### src/rtl/xorshift_pkg.sv
// Shared types and constants for the xorshift stream generator family.
// Latency: n/a (declarations only).
// Backpressure: n/a.
package xorshift_pkg;

    // Generator control states
    typedef enum logic {
        IDLE = 1'b0,
        RUN  = 1'b1
    } state_t;

    // Default shift triple for 32-bit words
    localparam int SH32_A = 13;
    localparam int SH32_B = 17;
    localparam int SH32_C = 5;

    // Default shift triple for 64-bit words
    localparam int SH64_A = 13;
    localparam int SH64_B = 7;
    localparam int SH64_C = 17;

    // An all-zero xorshift state is a fixed point, so a zero seed is replaced by this
    localparam logic [31:0] ZERO_SEED_DEFAULT = 32'h2545F491;

endpackage

### src/rtl/xorshift_stream_gen_step.sv
// Single combinational xorshift step: t=x^(x<<A); t^=t>>B; y=t^(t<<C).
// Latency: 0 cycles (pure combinational).
// Backpressure: none; caller decides when to register the result.
// Ports: word (current state), next_word (xs(word)); all shifts logical, truncated to DATA_W.
module xorshift_step
    import xorshift_pkg::*;
#(
    parameter int DATA_W = 32,
    parameter int SH_A   = SH32_A,
    parameter int SH_B   = SH32_B,
    parameter int SH_C   = SH32_C
) (
    input  logic [DATA_W-1:0] word,
    output logic [DATA_W-1:0] next_word
);

    logic [DATA_W-1:0] t1;
    logic [DATA_W-1:0] t2;

    assign t1        = word ^ (word << SH_A);
    assign t2        = t1 ^ (t1 >> SH_B);
    assign next_word = t2 ^ (t2 << SH_C);

endmodule

### src/rtl/xorshift_stream_gen.sv
// Seeded xorshift word stream: loads seed/count, emits count words, pulses done.
// Latency: first word valid 1 cycle after accepted in_valid; one bubble between runs.
// Backpressure: out_ready low holds rand_num/out_valid/remaining; abort ends run next cycle.
// Ports: clk, rst_n (sync, active-low); in_valid/seed_in/num_in load a run (ignored while busy);
//        abort; out_ready/out_valid/rand_num stream; busy (run active); done (1-cycle end pulse).
module xorshift_stream_gen
    import xorshift_pkg::*;
#(
    parameter int          DATA_W    = 32,
    parameter int          CNT_W     = 8,
    parameter int          SH_A      = SH32_A,
    parameter int          SH_B      = SH32_B,
    parameter int          SH_C      = SH32_C,
    parameter logic [31:0] ZERO_SEED = ZERO_SEED_DEFAULT
) (
    input  logic              clk,
    input  logic              rst_n,
    input  logic              in_valid,
    input  logic [DATA_W-1:0] seed_in,
    input  logic [CNT_W-1:0]  num_in,
    input  logic              abort,
    input  logic              out_ready,
    output logic              out_valid,
    output logic [DATA_W-1:0] rand_num,
    output logic              busy,
    output logic              done
);

    localparam logic [DATA_W-1:0] ZSEED    = DATA_W'(ZERO_SEED);
    // num_in==0 encodes a full 2**CNT_W run, hence the extra counter bit
    localparam logic [CNT_W:0]    FULL_CNT = {1'b1, {CNT_W{1'b0}}};
    localparam logic [CNT_W:0]    ONE_CNT  = {{CNT_W{1'b0}}, 1'b1};

    state_t            state;
    state_t            state_nxt;
    logic [CNT_W:0]    remaining;
    logic [CNT_W:0]    rem_nxt;
    logic [DATA_W-1:0] rand_nxt;
    logic              vld_nxt;
    logic              done_nxt;
    logic [DATA_W-1:0] seed_eff;
    logic [DATA_W-1:0] step_in;
    logic [DATA_W-1:0] step_out;

    assign seed_eff = (seed_in == '0) ? ZSEED : seed_in;

    // One step instance shared: in IDLE it scrambles the seed, in RUN it advances the stream
    assign step_in = (state == IDLE) ? seed_eff : rand_num;

    xorshift_step #(
        .DATA_W (DATA_W),
        .SH_A   (SH_A),
        .SH_B   (SH_B),
        .SH_C   (SH_C)
    ) u_step (
        .word      (step_in),
        .next_word (step_out)
    );

    always_comb begin
        state_nxt = state;
        rand_nxt  = rand_num;
        vld_nxt   = out_valid;
        rem_nxt   = remaining;
        done_nxt  = 1'b0;
        case (state)
            IDLE: begin
                if (in_valid) begin
                    state_nxt = RUN;
                    vld_nxt   = 1'b1;
                    rand_nxt  = step_out;
                    rem_nxt   = (num_in == '0) ? FULL_CNT : {1'b0, num_in};
                end
            end
            RUN: begin
                // abort takes priority; a word on the bus in that cycle is not delivered
                if (abort) begin
                    state_nxt = IDLE;
                    vld_nxt   = 1'b0;
                    done_nxt  = 1'b1;
                end else if (out_valid && out_ready) begin
                    if (remaining == ONE_CNT) begin
                        // last word accepted: rand_num keeps its final value
                        state_nxt = IDLE;
                        vld_nxt   = 1'b0;
                        done_nxt  = 1'b1;
                    end else begin
                        rand_nxt = step_out;
                        rem_nxt  = remaining - ONE_CNT;
                    end
                end
            end
            default: begin
                state_nxt = IDLE;
                vld_nxt   = 1'b0;
            end
        endcase
    end

    always_ff @(posedge clk) begin
        if (!rst_n) begin
            state     <= IDLE;
            out_valid <= 1'b0;
            rand_num  <= '0;
            done      <= 1'b0;
            remaining <= '0;
        end else begin
            state     <= state_nxt;
            out_valid <= vld_nxt;
            rand_num  <= rand_nxt;
            done      <= done_nxt;
            remaining <= rem_nxt;
        end
    end

    assign busy = (state == RUN);

endmodule

### config.mk
export PLATFORM = sky130hd
export DESIGN_NAME = xorshift_stream_gen
export DESIGN_NICKNAME = d
export VERILOG_FILES = /design/src/rtl/xorshift_pkg.sv /design/src/rtl/xorshift_stream_gen_step.sv /design/src/rtl/xorshift_stream_gen.sv
export SDC_FILE = /design/constraint.sdc
export NUM_CORES = 1
export LEC_CHECK = 0
export ABC_AREA = 1
export CORE_ASPECT_RATIO = 1.5
export CORE_UTILIZATION = 29
export CTS_CLUSTER_SIZE = 8
export DETAILED_ROUTE_END_ITERATION = 10
export GPL_TIMING_DRIVEN = 0
export PLACE_DENSITY_LB_ADDON = 0.1
export SLEW_MARGIN = 20
export SYNTH_ARGS = -nofsm -noshare
export SYNTH_HDL_FRONTEND = slang
export SYNTH_HIERARCHICAL = 1
export SYNTH_SLANG_ARGS = --single-unit
### constraint.sdc
create_clock -name clk -period 3.5 [get_ports clk]
set_input_delay 0.525 -clock clk [delete_from_list [all_inputs] [get_ports clk]]
set_output_delay 0.525 -clock clk [all_outputs]
set_load 0.01 [all_outputs]
==> run_1/pdn.png <==
The bar under the picture is 20 um long. Pins as bars on the die edge. Tap cells in grey.
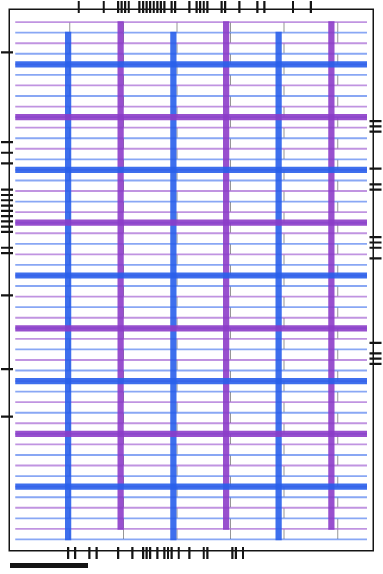
- VSS: blue
- VDD: purple
- tap cells: 153
- met4 straps: 6
- met1 rails: 50
- signal pins: 80
- met5 straps: 9

==> run_1/cell_classes.png <==
The bar under the picture is 20 um long.
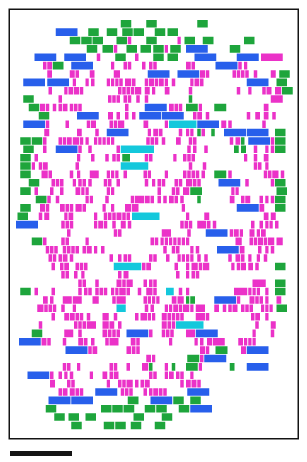
- all other logic: magenta (cells 614)
- flip-flops: blue (cells 44)
- other buffers and delay cells: green (cells 99)
- clock drivers and dummy loads: cyan (cells 8)

==> run_1/clock_map.png <==
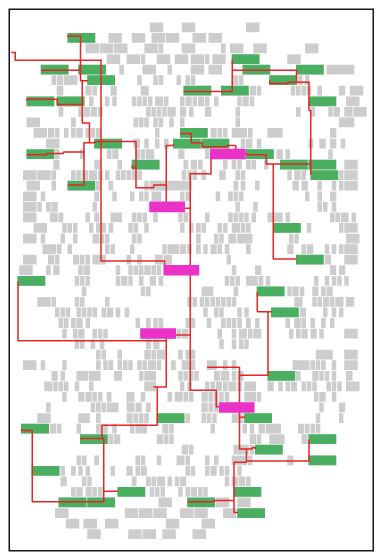
- flip-flops: green (count 44)
- cells driving clock nets: magenta (count 5)
- clock wires: red (length 776 um)
- routed clock nets: 6
- flops lie: all over the die

==> results.sh, run 1 <==
# yosys + openroad results
export IMPL_ctsRootBufferMaster="clkbuf_16"
export IMPL_top_cell_area_share_pct=24.2
export IMPL_status="finished, final reports clean"
export IMPL_edf_count=0
export IMPL_finalHoldViolations=0
export IMPL_maxCapViolCount=0
export IMPL_io_buffers=79
export IMPL_finalSetupTns_ns=0
export IMPL_slew_limit_headroom_pct=45.7
export IMPL_chipArea_um2=13000
export IMPL_grt_setup_unrepaired="false"
export IMPL_dpl_hpwl_mm=11.6
export IMPL_dr_pass1_iters=4
export IMPL_clock_power_share_pct=27.9
export IMPL_numCtsBuffers=5
export IMPL_clock_path_buffers=2
export IMPL_timing_fmax_ghz=0.325
export IMPL_clk_latency_ns=0.30
export IMPL_tightest_slew_ns=0.805
export IMPL_post_route_period_util_pct=87.9
export IMPL_cp_required_ns=3.69
export IMPL_dp_cells=910
export IMPL_p_switching_mw=0.807
export IMPL_antenna_found_initial=0
export IMPL_final_antenna_net_count=0
export IMPL_p_int_mw=1.23
export IMPL_fin_skew_ns=0.00849
export IMPL_cts_resized_gates=0
export IMPL_hp_class="flop to flop"
export IMPL_synthArstFlopShare_pct=0
export IMPL_cts_setup_buffers=0
export IMPL_cp_end_kind="flop"
export IMPL_drc=0
export IMPL_synthesis_area_um2=3630
export IMPL_drt_wl_total_mm=14.2
export IMPL_peakVddDrop_mv=0.176
export IMPL_area_growth_syn_to_layout_pct=31.7
export IMPL_synth_cell_type_count=25
export IMPL_clock_sinks=44
export IMPL_vias_per_cell=4.71
export IMPL_synthTopCellsByCount="228 x nand2_1, 152 x nor2_1, 68 x inv_1"
export IMPL_clkSlewWorstSetupHoldPaths_ns=0.07
export IMPL_pwr_share_comb_pct=42.5
export IMPL_yosysChipArea_um2=3630
export IMPL_path_class="input port to flop"
export IMPL_core_um2=12100
export IMPL_die_h_um=139
export IMPL_htreeDepth=2
export IMPL_yosys_cells=678
export IMPL_fp_nets=725
export IMPL_rrSetupSlack_ns=0.76
==> run 1: kinds of logic after synthesis <==
family	share of synthesized area [%]
AOI/OAI and AO/OA	9.36
xor gates and xnor gates	3.13
adders and majority gates	0.688
buffers and inverters	13.0
DFF	24.2
and+or+nand+nor	49.5
==> run 1: sequential cells by signal (all words and copies together) (netlist names) <==
register / count
rand_num: 32
done: 1
busy: 1
out_valid: 1
remaining: 9
==> run 1: per-layer routing <==
layer / global-route usage, % / part of all wire (%)
met5: 0 / 0
met4: 11.7 / 5.1
met3: 2.14 / 3.5
met2: 42.9 / 54
met1: 23.0 / 37
==> run 1: cells in the final DEF (no fill, tap or decap), types with 2 or more instances in the layout <==
cell type / synthesis / final
xnor2_1: 11 / 11
inv_2: 19 / 19
buf_6: 7 / 7
buf_2: 4 / 4
buf_1: 4 / 4
a21oi_1: 3 / 3
nand4_1: 9 / 9
o21ai_1: 9 / 9
nor2_1: 152 / 152
nor2_2: 3 / 3
clkbuf_1: 4 / 4
inv_1: 68 / 68
clkdlybuf4s50_1: 0 / 79
ha_1: 2 / 2
xor2_1: 2 / 2
dfxtp_1: 44 / 44
o21ai_0: 56 / 56
nand2_1: 228 / 228
clkbuf_16: 0 / 5
nand2_2: 17 / 17
nand3_1: 30 / 30
==> run 1: power by group through the flow <==
| stage | sequential [mW] | combinational (mW) | clock, mW |
|---|---|---|---|
| 2_1_floorplan | 0.625 | 0.523 | 0 |
| 3_3_place_gp | 0.617 | 0.863 | 0 |
| 3_5_place_dp | 0.617 | 0.869 | 0 |
| 4_1_cts | 0.606 | 0.873 | 0.584 |
| 5_1_grt | 0.613 | 0.969 | 0.604 |
| 6_report | 0.605 | 0.867 | 0.569 |
==> run 1: critical path: cells and delay by family <==
| kind | cells | cell delay (ns) |
|---|---|---|
| AND/OR/NAND/NOR | 14 | 1.86 |
| buffers and inverters | 4 | 0.88 |
==> run 1: cell type report <==
cell class,instances,area (um2)
plain buffers,20,136
clock buffers,5,125
clock inverters,3,46.3
fillers,1356,7290
inverters,88,338
multi-input cells,526,2280
flip-flops and latches,44,881
well taps,153,191
repair buffers,79,791
==> run 1: final timing paths <==
check,cells past startpoint,startpoint,to
hold reg to reg,2,out_valid$_SDFFE_PN0P_,out_valid$_SDFFE_PN0P_
hold / removal,2,out_valid$_SDFFE_PN0P_,out_valid$_SDFFE_PN0P_
setup reg to reg,14,busy$_SDFF_PN0_,rand_num[15]$_SDFFE_PN0P_
setup / recovery,18,seed_in[28],rand_num[9]$_SDFFE_PN0P_
==> run 1: through the flow <==
stage / area (um2) / worst slack, ns / hold WS (ns)
floorplan: 3630 / 1.39 / 0.474
global placement: 4620 / 0.135 / 0.490
CTS: 4790 / 0.403 / 0.520
global route: 4790 / 0.277 / 0.561
detailed placement: 4620 / 0.108 / 0.506
finish: 4790 / 0.424 / 0.513
==> run_1/metal_stack.png <==
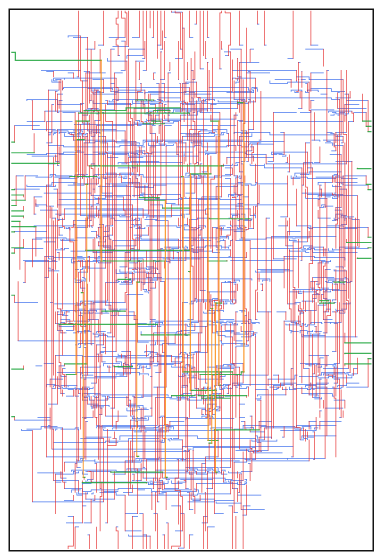

==> run 2, diff against run 1 <==
--- a/config.mk
+++ b/config.mk
@@ -8,6 +8,7 @@
 export ABC_AREA = 1
 export CORE_ASPECT_RATIO = 1.5
 export CORE_UTILIZATION = 29
+export CTS_BUF_LIST = sky130_fd_sc_hd__clkbuf_8
 export CTS_CLUSTER_SIZE = 8
 export DETAILED_ROUTE_END_ITERATION = 10
 export GPL_TIMING_DRIVEN = 0
==> run_2/metal_stack.png <==
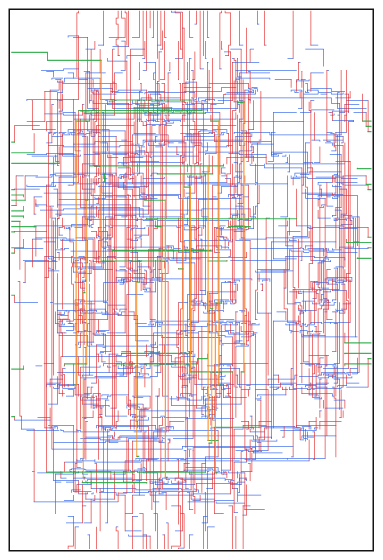
- met4: orange (wire length 737 um)
- met2: red (wire length 7710 um)
- met3: green (wire length 522 um)
- met1: blue (wire length 5200 um)

==> run_2/cell_classes.png <==
The bar under the picture is 20 um long.
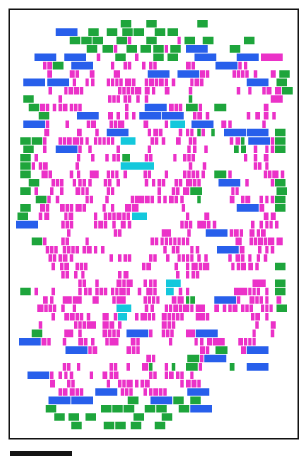
- other buffers and delay cells: green (cells 99)
- all other logic: magenta (cells 614)
- flip-flops: blue (cells 44)
- clock drivers and dummy loads: cyan (cells 8)

==> run 2 against run 1 <==
  * Critical path depth unchanged
  * Sequential share of layout area increased by 0.22 points
  * Register-to-register slack worse by 0.03 ns
  * Cell count unchanged
  * First-iteration DRC count increased by 12%
  * Sequential power about the same
  * Count of clock-buffer cells in the layout unchanged
  * Largest cell class unchanged
  * Largest power group unchanged
  * Highest routed layer unchanged
==> results.sh, run 2 <==
# yosys + openroad results
export IMPL_wl_met1_mm=5.20
export IMPL_synthArstFlopShare_pct=0
export IMPL_flop_area_um2=881
export IMPL_min_path_cells=2
export IMPL_wl_met2_mm=7.71
export IMPL_status="finished, final reports clean"
export IMPL_largest_reg_flops=32
export IMPL_peakVddDrop_mv=0.157
export IMPL_clk_latency_ns=0.31
export IMPL_min_delay_start="out_valid$_SDFFE_PN0P_"
export IMPL_finalSetupTns_ns=0
export IMPL_vias_per_cell=4.72
export IMPL_area_growth_syn_to_layout_pct=30.2
export IMPL_comb_area_um2=2280
export IMPL_edf_count=0
export IMPL_numCtsBuffers=5
export IMPL_yosys_cells=678
export IMPL_final_antenna_net_count=0
export IMPL_maxCapViolCount=0
export IMPL_clock_sinks=44
export IMPL_antenna_found_initial=0
export IMPL_reg2reg_from="busy$_SDFF_PN0_"
export IMPL_finalHoldViolations=0
export IMPL_htreeDepth=2
export IMPL_hp_class="flop to flop"
export IMPL_post_route_period_util_pct=87.7
export IMPL_top_cell_area_share_pct=24.2
export IMPL_clkSlewWorstSetupHoldPaths_ns=0.10
export IMPL_path_class="input port to flop"
export IMPL_fp_nets=725
export IMPL_timing_fmax_ghz=0.326
export IMPL_final_cell_area_um2=4730
export IMPL_r2r_cells=14
export IMPL_fin_skew_ns=0.00597
export IMPL_synthTopCellsByCount="228 x nand2_1, 152 x nor2_1, 68 x inv_1"
export IMPL_ctsRootBufferMaster="clkbuf_8"
export IMPL_wl_met3_um=522
export IMPL_tightest_slew_ns=0.794
export IMPL_mostFrequentLayoutCell="nand2_1"
export IMPL_cp_end_kind="flop"
export IMPL_largestRegisters="rand_num: 32 flops, remaining: 9 flops"
export IMPL_top_layer="met4"
export IMPL_clock_path_buffers=2
export IMPL_cp_required_ns=3.71
export IMPL_io_buffers=79
export IMPL_dr_pass1_iters=4
export IMPL_die_h_um=139
==> run_2/pdn.png <==
The bar under the picture is 20 um long. Pins as bars on the die edge. Tap cells in grey.
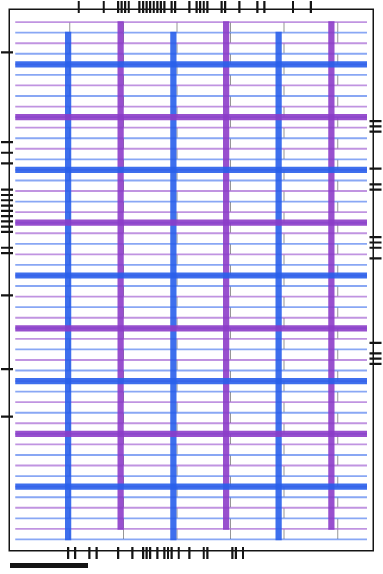
- VDD: purple
- VSS: blue
- met1 rails: 50
- signal pins: 80
- met4 straps: 6
- tap cells: 153

[run 2: path summary, 6_finish.rpt]
kind	endpoint	slack, ns
max	rand_num[15]$_SDFFE_PN0P_	0.43
min reg2reg	out_valid$_SDFFE_PN0P_	0.52
min	out_valid$_SDFFE_PN0P_	0.52
max reg2reg	rand_num[15]$_SDFFE_PN0P_	0.73
[run 2: critical path: cells and delay by family]
family	cells	cell delay, ns
simple gates	14	1.88
buf+inv	4	0.85
[run 2: final cells by class]
class	count	area share, %
well taps	153	4.05
plain buffers	20	2.88
clock buffers	5	1.45
flip-flops and latches	44	18.6
inverters	88	7.14
repair buffers	79	16.7
clock inverters	3	0.978
multi-input cells	526	48.2
[run 2: metal layers]
metal  up-vias  track usage, %
met5         -               0
li1       2238               -
met1      1970            22.8
met2        98            42.8
met3        30            2.08
met4         0            11.9
[run 2: through the flow]
step / util, % / setup WS, ns / cells / power (mW)
6_report: 39.2 / 0.432 / 918 / 1.89
5_1_grt: 39.2 / 0.306 / 918 / 2.04
4_1_cts: 39.2 / 0.429 / 918 / 1.92
3_5_place_dp: 38.2 / 0.108 / 910 / 1.49
3_3_place_gp: 38.2 / 0.135 / 910 / 1.48
2_1_floorplan: - / 1.39 / 678 / 1.15
[run 2: cells by family after synthesis]
logic type	share of synthesized area, %
AND-OR/OR-AND	9.36
XOR/XNOR	3.13
adder cells (fa/ha/maj)	0.688
buffers and inverters	13.0
flip-flops	24.2
AND/OR/NAND/NOR	49.5
[run 2: power breakdown]
group,switching [mW],leakage (nW),internal (mW)
Clock,0.205,0.0548,0.215
Combinational,0.531,1.99,0.337
Sequential,0.0486,0.365,0.556
==> run_2/final_congestion.png <==
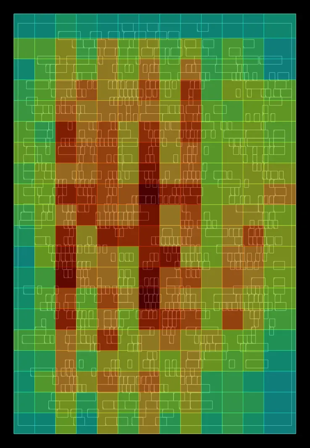

==> run 3, diff against run 2 <==
--- a/config.mk
+++ b/config.mk
@@ -16,5 +16,4 @@
 export SLEW_MARGIN = 20
 export SYNTH_ARGS = -nofsm -noshare
 export SYNTH_HDL_FRONTEND = slang
-export SYNTH_HIERARCHICAL = 1
 export SYNTH_SLANG_ARGS = --single-unit
==> run_3/final_congestion.png <==
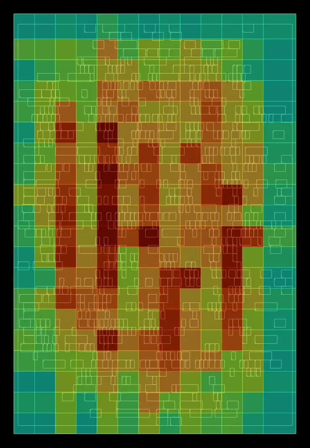
M1 GR Usage: 25.6%
gr busiest metal: met2
Wirelength per Cell: 17.0 um
met3 Usage GRT: 2.51%

==> run_3/clock_map.png <==
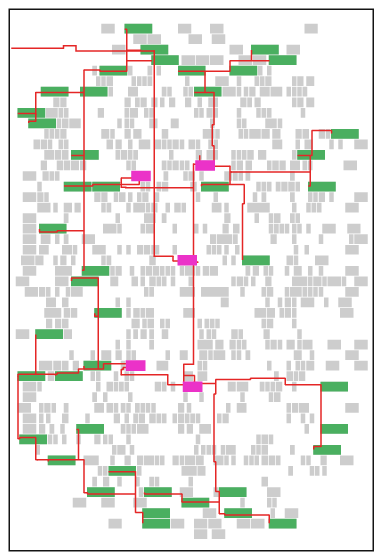
- clock wires: red (length 823 um)
- cells driving clock nets: magenta (count 5)
- flip-flops: green (count 44)
- routed clock nets: 6
- flops lie: all over the die
Worst-Skew Late Latency: 0.32 ns
P_clk: 0.342 mW
Fin Clk Skew: 0.00661 ns
clock network fraction of design power: 19.0%

==> run 3 against run 2 <==
  * Die area up 0.44%
  * Critical path depth down 5
  * Via count up 2.8%
  * Total power down 5.1%
  * Largest power group unchanged
==> results.sh, run 3 <==
# yosys + openroad results
export IMPL_status="finished, final reports clean"
export IMPL_core_um2=12100
export IMPL_top_cell_area_share_pct=24.1
export IMPL_nFillCells=1373
export IMPL_holdPathEnd="remaining[5]$_SDFFE_PN0P_"
export IMPL_fin_nets=774
export IMPL_vias_per_cell=5.07
export IMPL_drt_wl_total_mm=15.0
export IMPL_die_h_um=139
export IMPL_htreeDepth=2
export IMPL_clkSlewWorstSetupHoldPaths_ns=0.09
export IMPL_synthesis_area_um2=3650
export IMPL_timing_fmax_ghz=0.395
export IMPL_comb_area_um2=2370
export IMPL_hp_class="flop to flop"
export IMPL_warnings=27
export IMPL_rrSetupSlack_ns=1.12
export IMPL_edf_count=0
export IMPL_synthArstFlopShare_pct=0
export IMPL_clock_sinks=44
export IMPL_io_buffers=78
export IMPL_fin_ws_ns=0.971
export IMPL_instances_no_fill=880
export IMPL_chipArea_um2=13100
export IMPL_tightest_slew_ns=0.764
export IMPL_layout_top_cells="234 x nand2_1, 79 x inv_1, 78 x clkdlybuf4s50_1"
export IMPL_min_path_cells=2
export IMPL_path_class="input port to flop"
export IMPL_mostFrequentLayoutCell="nand2_1"
export IMPL_slowest_delay_ns=0.47
export IMPL_post_route_period_util_pct=72.2
export IMPL_yosys_cells=642
export IMPL_place_ws_ns=0.609
export IMPL_antenna_found_initial=0
export IMPL_top_register="rand_num"
export IMPL_ctsRootBufferMaster="clkbuf_8"
export IMPL_min_delay_start="remaining[5]$_SDFFE_PN0P_"
export IMPL_fp_nets=689
export IMPL_flop_area_um2=881
export IMPL_r2r_cells=10
export IMPL_largest_reg_flops=32
export IMPL_holdWs_ns=0.494
export IMPL_slew_limit_headroom_pct=49.1
export IMPL_dpl_hpwl_mm=11.7
export IMPL_grt_setup_unrepaired="false"
export IMPL_maxCapViolCount=0
export IMPL_reg2reg_from="busy$_SDFF_PN0_"
export IMPL_finalSetupTns_ns=0
export IMPL_drc=0
export IMPL_reg2reg_to="rand_num[9]$_SDFFE_PN0P_"
export IMPL_dr_pass1_iters=5
export IMPL_largestRegisters="rand_num: 32 flops, remaining: 9 flops"
export IMPL_peakVddDrop_mv=0.152
export IMPL_synth_cell_type_count=36
export IMPL_cts_setup_buffers=0
export IMPL_numCtsBuffers=5
export IMPL_synthTopCellsByCount="234 x nand2_1, 79 x inv_1, 75 x nand3_1"
export IMPL_cp_end_kind="flop"
export IMPL_dp_cells=873
==> run_3/cell_classes.png <==
The bar under the picture is 20 um long.
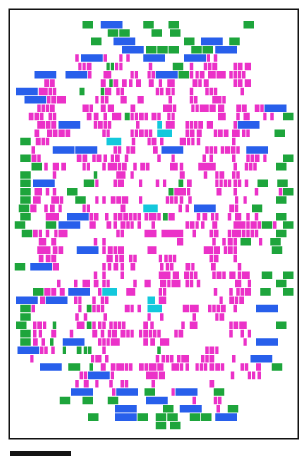
- other buffers and delay cells: green (cells 99)
- flip-flops: blue (cells 44)
- all other logic: magenta (cells 577)
- clock drivers and dummy loads: cyan (cells 7)

==> run 3: where the power goes <==
part	internal, mW	total, mW	leakage [nW]	switching, mW
clock network	0.136	0.342	0.0400	0.206
logic	0.330	0.851	2.07	0.521
registers	0.556	0.602	0.364	0.0460
total	1.02	1.80	2.47	0.773
==> run 3: area by class of cell <==
type                    count  area share [%]
inverters                  82            6.54
flip-flops and latches     44            18.7
multi-input cells         495            50.3
clock inverters             2           0.266
well taps                 153            4.07
plain buffers              21            2.05
repair buffers             78            16.6
clock buffers               5            1.46
==> run 3: kinds of logic (layout without fill, tap and decap cells) <==
kind of cell / count (synthesis) / after routing / synth area share (%)
AND/OR/NAND/NOR: 401 / 401 / 47.4
buffers and inverters: 103 / 188 / 11.1
AND-OR/OR-AND: 80 / 80 / 13.7
flip-flops: 44 / 44 / 24.1
XOR/XNOR: 12 / 12 / 3.08
adder cells (fa/ha/maj): 2 / 2 / 0.685
==> run 3: worst max path at each step <==
stage                     start                        end  slack [ns]  depth (start not counted)
finish              seed_in[12]  rand_num[16]$_SDFFE_PN0P_        0.97                         13
global route        seed_in[12]  rand_num[21]$_SDFFE_PN0P_        0.86                         13
CTS                 seed_in[12]  rand_num[16]$_SDFFE_PN0P_        0.95                         13
detailed placement  seed_in[12]  rand_num[16]$_SDFFE_PN0P_        0.61                         13
global placement    seed_in[12]  rand_num[16]$_SDFFE_PN0P_        0.59                         13
floorplan            seed_in[2]  rand_num[11]$_SDFFE_PN0P_        1.66                         14
==> run 3: stage by stage <==
step                total power, mW  instance area, um2  utilization (%)
floorplan                      1.12                3650                -
global placement               1.45                4620             38.1
detailed placement             1.46                4620             38.1
CTS                            1.80                4700             38.8
global route                   1.92                4700             38.8
finish                         1.80                4700             38.8
==> run 3: critical path: cells and delay by family <==
family | cells | cell delay, ns
AOI/OAI and AO/OA | 1 | 0.12
xor gates and xnor gates | 1 | 0.30
buffers and inverters | 3 | 0.65
and+or+nand+nor | 8 | 1.16
==> run 3: per-layer routing <==
layer / up-vias / track usage, % / share of wire (%)
met5: - / 0 / 0
met4: 0 / 11.7 / 4.5
met3: 38 / 2.51 / 5.9
met2: 178 / 43.3 / 52
met1: 2037 / 25.6 / 38
li1: 2206 / - / -
No activity file was given, so power comes from the tool's default toggle rates.
